Pin placement:
Pins as bars across the die edge, other pins in gray.
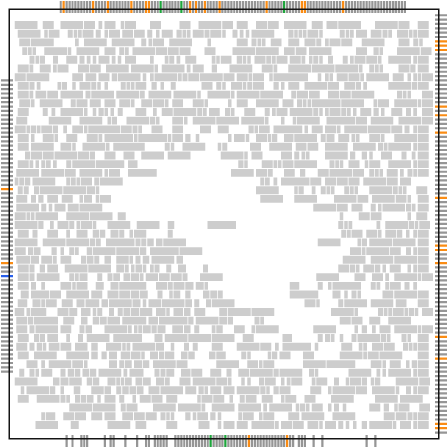
Clock network drawn from the DEF:
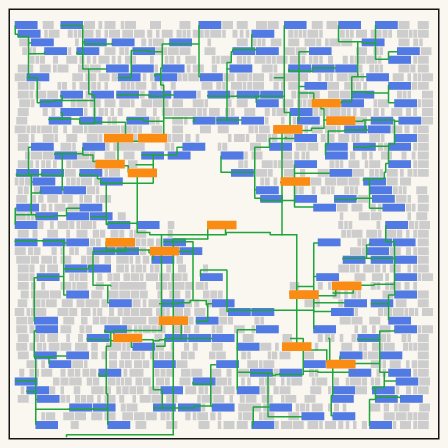
Placed cells, one color a class:
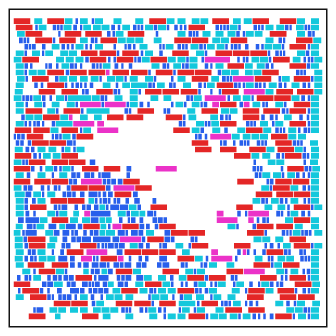
Routing congestion map:
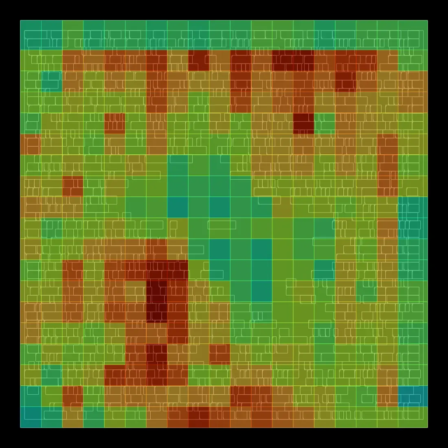
==> config.mk <==
export PLATFORM = sky130hd
export DESIGN_NAME = id_ex_stall_reg
export DESIGN_NICKNAME = d
export VERILOG_FILES = /design/src/rtl/core_pkg.sv /design/src/rtl/id_ex_stall_reg_stall_counter.sv /design/src/rtl/id_ex_stall_reg.sv
export SDC_FILE = /design/constraint.sdc
export NUM_CORES = 1
export LEC_CHECK = 0
export CORE_UTILIZATION = 40
export CTS_BUF_LIST = sky130_fd_sc_hd__clkbuf_4 sky130_fd_sc_hd__clkbuf_8 sky130_fd_sc_hd__clkbuf_16
export DETAILED_ROUTE_END_ITERATION = 12
export GPL_TIMING_DRIVEN = 0
export PLACE_DENSITY = 0.8
export RECOVER_POWER = 50
export REMOVE_ABC_BUFFERS = 1
export SYNTH_ARGS = -nofsm -noshare
export SYNTH_HDL_FRONTEND = slang
export SYNTH_SLANG_ARGS = --single-unit
==> constraint.sdc <==
create_clock -name clk -period 2.59 [get_ports clk]
set_clock_uncertainty 0.1 [all_clocks]
set_input_delay 0.3885 -clock clk [delete_from_list [all_inputs] [get_ports clk]]
set_output_delay 0.3885 -clock clk [all_outputs]
set_load 0.05 [all_outputs]
==> summary.rpt <==
PHYSICAL IMPLEMENTATION REPORT
----------------------------------------------------
[Die]
  Num rows ........................ 47
  Die area ........................ 17900 µm²

[CTS]
  Buffer count from post-CTS setup fixing ........................ 8
  Hold-fix buffers, CTS ........................ 0
  Clock slew at the register clock pins of the worst setup and hold paths ........................ 0.07 ns
  Post-CTS Resized ........................ 6

[STA]
  Fmax ........................ 415 MHz
  Final Slew Violations ........................ 0

[Cells and area]
  Sequential standard cell area ........................ 3740 µm²
  Final-layout fill cell count ........................ 1365
  Final cell count without fillers ........................ 1441

[Global route]
  Global route overflow ........................ 0
  Largest net degree at the start of global routing ........................ 95

[Logic synthesis]
  Post-synthesis chip area from yosys ........................ 6960 µm²
  Post-synthesis instance area ........................ 6960 µm²
  Average instance area after synthesis ........................ 7.87 µm²
  XORs/XNORs by Area ........................ 0.378%

[Placed design]
  Cells after DPL ........................ 1396
  Worst slack, placed ........................ -1.25 ns
  Routability cong. ........................ 0.803

[Status]
  Outcome ........................ completed

[Run]
  Max-capacitance violation count ........................ 0
  OpenROAD warning count ........................ 25

[Worst setup path]
  Type of the setup path with the least slack ........................ flip-flop to flip-flop
  Stages on worst setup path ........................ 5

[Drt]
  Initial DRC Count ........................ 492
  Residual antenna-violating net count after detailed routing ........................ 0

[Pwr]
  Areal power density over the cells ........................ 604 nW/µm²

----------------------------------------------------
-- 'pin placement' (at the start) --
| port | color | pins | direction | edge |
|---|---|---|---|---|
| `ex_rs2_data` | orange | 32 | output | 14 north, 14 east, 2 south, 2 west |
| `ex_rd` | green | 5 | output | 3 north, 2 south |
| `ex_fire` | blue | 1 | output | west |
count of buffers inserted at the top-level ports: 347
y dimension of the die: 134 µm
Die W: 134 µm

-- 'clock network drawn from the DEF' (at the start) --
[clock wires] green | length: 2150 µm
[clock-net drivers] orange | count: 17
[flip-flops] blue | count: 187
routed clock nets: 18
flops lie: widely spread
source-to-sink clock delay at the later pin of the worst-skew pair: 0.42 ns
power attributed to the clock group: 2490 µW

-- 'placed cells, one color a class' (at the start) --
| class | color | cells | share of their area |
|---|---|---|---|
| remaining logic cells | blue | 636 | 28% |
| sequential cells | red | 187 | 34% |
| clock drivers and dummy loads | magenta | 31 | 5.1% |
| remaining buffers and delay cells | cyan | 367 | 34% |
Post-Route Utilization: 67.6%
final instance area: 11300 µm²
placeable core region: 16800 µm²

-- 'routing congestion map' (at the start) --
combined global-route utilization of all metal layers: 24.0%
fraction of met1 tracks used by global routing: 26.9%
routing usage on met2: 42.6%
peak-usage layer in the global routing report: met2

## where the power goes
group | total, µW | internal [µW] | switching [µW]
clock network | 2490 | 1370 | 1120
logic | 1290 | 500 | 793
registers | 3070 | 3010 | 59.6
## area by class of cell
cell class | instances | area share (%)
multi-input combinational | 631 | 26.7
sequential | 187 | 33.0
clock buffer | 19 | 3.94
tap | 220 | 2.43
clock inverter | 12 | 1.00
timing repair buffer | 367 | 32.7
inverter | 5 | 0.199
## cells in the mapped netlist, drive strengths merged (2+ instances only)
cell type	count	area share, %
nor4	10	0.99
clkbuf	53	2.9
or3	17	1.5
nand4	12	1.1
dfxtp	187	54
and4	3	0.38
mux2	4	0.65
nand2	310	17
nor3b	2	0.22
inv	5	0.27
or4	9	0.97
xor2	2	0.25
nor2	15	0.81
o31ai	6	0.65
o21ba	2	0.29
and3	3	0.27
buf	9	0.56
a21oi	175	13
nor2b	4	0.36
o21ai	15	1.1
nand3	26	1.9
## worst register-to-register path: stages (launching register included)
cell,delay [ns]
sky130_fd_sc_hd__dfxtp_1,0.42
sky130_fd_sc_hd__nand3_1,0.27
sky130_fd_sc_hd__or4_4,0.57
sky130_fd_sc_hd__or3_4,0.42
sky130_fd_sc_hd__or4_1,0.41
sky130_fd_sc_hd__a21oi_1,0.16
## cell families (layout without fill, tap and decap cells)
family | after synthesis | count (layout)
xor+xnor | 3 | 3
buf+inv | 67 | 403
compound gates | 206 | 206
flops | 187 | 187
simple gates | 416 | 417
fa+ha+maj | 1 | 1
mux | 4 | 4
## per-layer routing
metal / track usage, % / vias up
li1: - / 3630
met1: 26.9 / 3310
met4: 9.72 / 0
met2: 42.6 / 291
met5: 0 / -
met3: 6.76 / 39
Power and IR drop assume default switching activity.
